==> config.mk <==
export PLATFORM = sky130hd
export DESIGN_NAME = multi_deque
export DESIGN_NICKNAME = d
export VERILOG_FILES = /design/src/rtl/multi_deque.sv
export SDC_FILE = /design/constraint.sdc
export NUM_CORES = 1
export LEC_CHECK = 0
export ABC_AREA = 1
export CAP_MARGIN = 40
export CORE_MARGIN = 5
export CORE_UTILIZATION = 60
export DETAILED_ROUTE_END_ITERATION = 8
export PLACE_DENSITY = 0.81
export SKIP_LAST_GASP = 1
export SYNTH_ARGS = -nofsm -noshare
export SYNTH_HDL_FRONTEND = slang
export SYNTH_SLANG_ARGS = --single-unit
==> constraint.sdc <==
create_clock -name clk -period 5.4 [get_ports clk]
set_input_delay 1.08 -clock clk [delete_from_list [all_inputs] [get_ports clk]]
set_output_delay 1.08 -clock clk [all_outputs]
set_load 0.01 [all_outputs]
==> src/rtl/multi_deque.sv <==
// multi_deque: CHANNELS independent double-ended queues of WORDS x WIDTH that share
// one command/data port. Each cycle runs at most one operation on the channel named
// by channel_select. All status outputs describe the channel registered in sel_q.
//
// Ports:
//   clk, rst_n        clock (rising edge) and asynchronous active-low reset
//   channel_select    channel addressed by this cycle's operation
//   push_front/back   write data_in ahead of the front / behind the back
//   pop_front/back    discard the front / back entry
//   data_in           push data
//   data_front/back   front/back entry of the status channel (0 when empty)
//   count/empty/full  occupancy of the status channel
//   err               (only with DEQUE_ERR_FLAGS_EN) sticky per-channel flag for
//                     pushes requested while full or pops requested while empty
//
// Optional feature macro: DEQUE_ERR_FLAGS_EN
module multi_deque #(
    parameter int unsigned WIDTH    = 8,
    parameter int unsigned WORDS    = 16,
    parameter int unsigned CHANNELS = 2,
    localparam int unsigned CH_BITS  = (CHANNELS > 1) ? $clog2(CHANNELS) : 1,
    localparam int unsigned PTR_BITS = $clog2(WORDS),
    localparam int unsigned CNT_BITS = $clog2(WORDS + 1)
) (
    input  logic                clk,
    input  logic                rst_n,
    input  logic [CH_BITS-1:0]  channel_select,
    input  logic                push_front,
    input  logic                push_back,
    input  logic                pop_front,
    input  logic                pop_back,
    input  logic [WIDTH-1:0]    data_in,
    output logic [WIDTH-1:0]    data_front,
    output logic [WIDTH-1:0]    data_back,
    output logic [CNT_BITS-1:0] count,
    output logic                empty,
`ifdef DEQUE_ERR_FLAGS_EN
    output logic [CHANNELS-1:0] err,
`endif
    output logic                full
);

    typedef enum logic [2:0] {
        OP_NONE,
        OP_PUSH_BACK,
        OP_PUSH_FRONT,
        OP_POP_BACK,
        OP_POP_FRONT
    } op_e;

    logic [PTR_BITS-1:0] head_q [CHANNELS];
    logic [PTR_BITS-1:0] head_d [CHANNELS];
    logic [CNT_BITS-1:0] cnt_q  [CHANNELS];
    logic [CNT_BITS-1:0] cnt_d  [CHANNELS];
    logic [CH_BITS-1:0]  sel_q;
    logic [CH_BITS-1:0]  sel_d;
    logic [WIDTH-1:0]    mem_q  [CHANNELS][WORDS];

    op_e                 op_c;
    logic                op_ch_valid_c;
    logic [PTR_BITS-1:0] cur_head_c;
    logic [CNT_BITS-1:0] cur_cnt_c;
    logic                can_push_c;
    logic                can_pop_c;
    logic                wr_en_c;
    logic [PTR_BITS-1:0] wr_addr_c;

    logic                sel_valid_c;
    logic [PTR_BITS-1:0] s_head_c;
    logic [CNT_BITS-1:0] s_cnt_c;
    logic [PTR_BITS-1:0] s_back_c;

    // Pick the highest-priority request that is legal for the addressed channel.
    always_comb begin
        op_c          = OP_NONE;
        cur_head_c    = '0;
        cur_cnt_c     = '0;
        op_ch_valid_c = ({1'b0, channel_select} < (CH_BITS + 1)'(CHANNELS));
        if (op_ch_valid_c) begin
            cur_head_c = head_q[channel_select];
            cur_cnt_c  = cnt_q[channel_select];
        end
        can_push_c = (cur_cnt_c != CNT_BITS'(WORDS));
        can_pop_c  = (cur_cnt_c != '0);
        if (op_ch_valid_c) begin
            if (push_back && can_push_c) begin
                op_c = OP_PUSH_BACK;
            end else if (push_front && can_push_c) begin
                op_c = OP_PUSH_FRONT;
            end else if (pop_back && can_pop_c) begin
                op_c = OP_POP_BACK;
            end else if (pop_front && can_pop_c) begin
                op_c = OP_POP_FRONT;
            end
        end
    end

    // Next-state for the pointers of the addressed channel; indices wrap by truncation.
    always_comb begin
        head_d    = head_q;
        cnt_d     = cnt_q;
        sel_d     = channel_select;
        wr_en_c   = 1'b0;
        wr_addr_c = '0;
        case (op_c)
            OP_PUSH_BACK: begin
                wr_en_c                  = 1'b1;
                wr_addr_c                = cur_head_c + PTR_BITS'(cur_cnt_c);
                cnt_d[channel_select]    = cur_cnt_c + CNT_BITS'(1);
            end
            OP_PUSH_FRONT: begin
                wr_en_c                  = 1'b1;
                wr_addr_c                = cur_head_c - PTR_BITS'(1);
                head_d[channel_select]   = cur_head_c - PTR_BITS'(1);
                cnt_d[channel_select]    = cur_cnt_c + CNT_BITS'(1);
            end
            OP_POP_BACK: begin
                cnt_d[channel_select]    = cur_cnt_c - CNT_BITS'(1);
            end
            OP_POP_FRONT: begin
                head_d[channel_select]   = cur_head_c + PTR_BITS'(1);
                cnt_d[channel_select]    = cur_cnt_c - CNT_BITS'(1);
            end
            default: begin
            end
        endcase
    end

    // Pointer and select registers.
    always_ff @(posedge clk or negedge rst_n) begin
        if (!rst_n) begin
            for (int unsigned c = 0; c < CHANNELS; c++) begin
                head_q[c] <= '0;
                cnt_q[c]  <= '0;
            end
            sel_q <= '0;
        end else begin
            head_q <= head_d;
            cnt_q  <= cnt_d;
            sel_q  <= sel_d;
        end
    end

    // Storage is never cleared. A write landing during reset only touches a slot
    // outside the (reset-empty) occupied range, so it can never become visible.
    always_ff @(posedge clk) begin
        if (wr_en_c) begin
            mem_q[channel_select][wr_addr_c] <= data_in;
        end
    end

`ifdef DEQUE_ERR_FLAGS_EN
    logic [CHANNELS-1:0] err_q;
    logic [CHANNELS-1:0] err_d;

    // Sticky flag: raised by any illegal request, even if a lower-priority one executes.
    always_comb begin
        err_d = err_q;
        if (op_ch_valid_c &&
            (((push_back || push_front) && !can_push_c) ||
             ((pop_back || pop_front) && !can_pop_c))) begin
            err_d[channel_select] = 1'b1;
        end
    end

    always_ff @(posedge clk or negedge rst_n) begin
        if (!rst_n) begin
            err_q <= '0;
        end else begin
            err_q <= err_d;
        end
    end

    assign err = err_q;
`endif

    // Status view of the channel held in sel_q; an out-of-range select reads as empty.
    always_comb begin
        s_head_c    = '0;
        s_cnt_c     = '0;
        sel_valid_c = ({1'b0, sel_q} < (CH_BITS + 1)'(CHANNELS));
        if (sel_valid_c) begin
            s_head_c = head_q[sel_q];
            s_cnt_c  = cnt_q[sel_q];
        end
        s_back_c   = s_head_c + PTR_BITS'(s_cnt_c) - PTR_BITS'(1);
        count      = s_cnt_c;
        empty      = (s_cnt_c == '0);
        full       = (s_cnt_c == CNT_BITS'(WORDS));
        data_front = '0;
        data_back  = '0;
        if (!empty) begin
            data_front = mem_q[sel_q][s_head_c];
            data_back  = mem_q[sel_q][s_back_c];
        end
    end

endmodule

**The clock network**

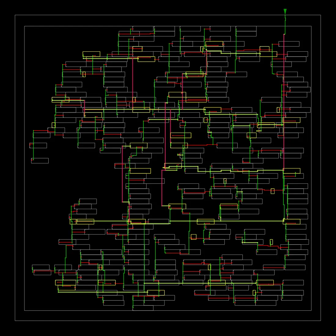
worst skew pair latency: 0.54 ns
Clock Skews: 0.02429 ns

**M3 wires**

Scale: 2 px per um.
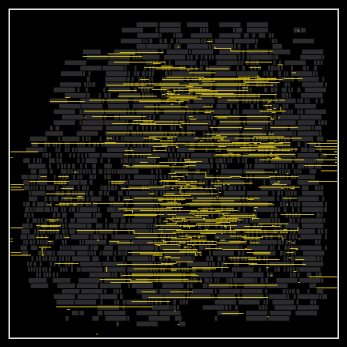
The longest straight run is 109 um. 189 nets have wire on it. The layer carries 4,460 um of wire. The wires run mostly horizontal.

**Port wiring**

Scale: 3 px per um.
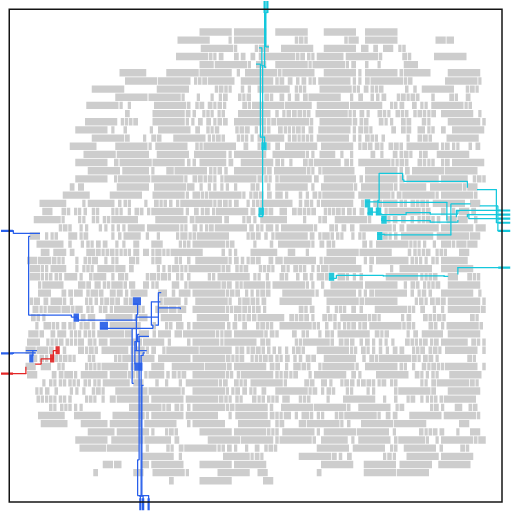
count: shown in blue, bits 5, direction output, end cells 5, wire 351 um. data_front: shown in cyan, bits 8, direction output, end cells 8, wire 438 um. pop_back: shown in red, bits 1, direction input, end cells 2, wire 18.5 um.

==> run notes <==
fresh numbers from the pnr run: status completed, Worst Setup SP sel_q$_DFF_PN0_, most frequent cell after synthesis nand2_1, std cell rows 56, DRT Pass-1 Iters 9, Clock Tree Buf Depth 3, Syn Nets 1,657, cells on worst reg2reg path 13, Hold Startpoint cnt_q[4]$_DFFE_PN0P_, Vias 11.42k, worst vdd ir 0.5424 mV, WL met3 4455 um, final setup margin 0.2238 ns, Tcrit/Tclk final 0.9586, DRT iter0 DRCs 1,512, Critical Path RT 4.32 ns, startpoint types flip-flop, commonest cells in the netlist nand2_1 (599), edfxtp_1 (256), nand3_1 (183), core area 23,400 um2, worst hold endpoint cnt_q[4]$_DFFE_PN0P_, static leakage 6.709 nW, slowest CP cell clkdlybuf4s50_1, Slew HR 0.2852, post-synth top area cell edfxtp_1, setup_tns 0 ns, Slowest Stage Delay on Critical Path 0.59 ns, MaxCap Viol Count 0, RR Startpoint cnt_q[6]$_DFFE_PN0P_, minimum clock period 5.176 ns, Post-Synthesis Cell Area 14,180 um2, Combinational Power Share 0.487, Post-CTS Setup Bufs 0, Worst R2R End mem_q[0][51]$_DFFE_PP_, FF-to-FF setup slack 1.95 ns, crit path DAT 4.10 ns, # port buffers 37, synth unique cells 32, initial antenna violation count 0, Pre-Place Util 0.6059, Dominant cell area share 0.5421, Post-Place Cell Area 14,920 um2, Avg Cell Area, Syn 8.705 um2, Die ar. 26,810 um2, M1 wire length 14,240 um, GRT overflow 0, Post-synth seq share 0.5757, gpl congestion 0.9324, Post-synth EDFFs 256, cell count after synthesis 1,629, GRT busiest layer met2, CP Max Fanout 15, Design Area, Final 15,840 um2, max frequency 193.2 MHz, average vias per placed instance 5.732, # Cells Yosys 1,629, vias in the first global route 10.91k, critical path capture point data_back[5], highest metal used met4, Antenna Cells 0, die height 163.7 um, warnings from Yosys 0, DP Cell Count 1,945, Hold Crit Class flip-flop to flip-flop, Power Clock 1.91 mW, DRC Markers 0, RSZ-0062 raised after global routing no, hpwl dp 23,750 um, Switching Power 3.721 mW, Crit. End Element output pin, critical-path cell list nand2_1, o21a_1, inv_1, ha_1, inv_1, ha_1, fa_1, inv_1, buf_4, nand3_1, a21oi_1, clkdlybuf4s50_1, overall routing resource usage 0.2790, Worst path most repeated cell inv_1, final hold viol count 0, Reg power frac 0.299, Top cells excl fill/tap nand2_1 (598), edfxtp_1 (256), nand3_1 (183), first-pass GRT wire length 58,060 um, met3 usage 0.06173, Area Growth Syn to Fin 11.70%, simple-gate share of the synthesized area 0.2543, Largest cells by area edfxtp_1 (54%), nand2_1 (16%), nand3_1 (6.5%), total power 8.927 mW
**Routed clock nets over the placement**

Scale: 3 px per um.
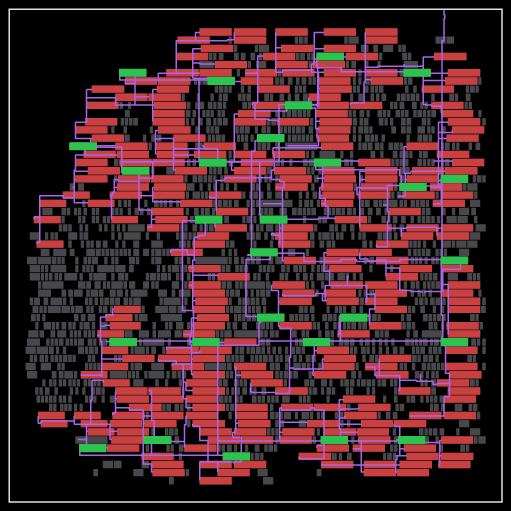
clock wires: shown in purple, length 2,950 um. flip-flops: shown in red, count 275. clock-net drivers: shown in green, count 27.
Position of the flops: spread over the die.

**Cell classes on the final placement**

Scale: 1.5 px per um.
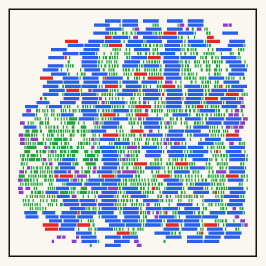
remaining logic cells: shown in green, cells 1,270. registers: shown in blue, cells 275. clock drivers and dummy loads: shown in red, cells 48. remaining buffers and delay cells: shown in purple, cells 81.

## final cells by class
cell class	instances	area, um2
fill	1848	7564
clock buffer	38	747.0
inverter	185	694.4
clock inverter	10	155.1
tap	319	399.1
timing repair buffer	81	780.7
multi-input combinational	1085	4896
sequential	275	8167
## flip-flops by register name (all words and copies together) (netlist names), named ones only
register,count
mem_q,256
cnt_q,8
head_q,6
sel_q,1
## critical path: cells and delay by family, from the launching register on
| kind | cells | cell delay (ns) |
|---|---|---|
| AND-OR/OR-AND | 2 | 0.43 |
| flip-flops | 1 | 0.58 |
| AND/OR/NAND/NOR | 2 | 0.27 |
| adder cells (fa/ha/maj) | 3 | 1.01 |
| buffers and inverters | 5 | 1.26 |
Power is estimated from default activity; no workload was simulated.
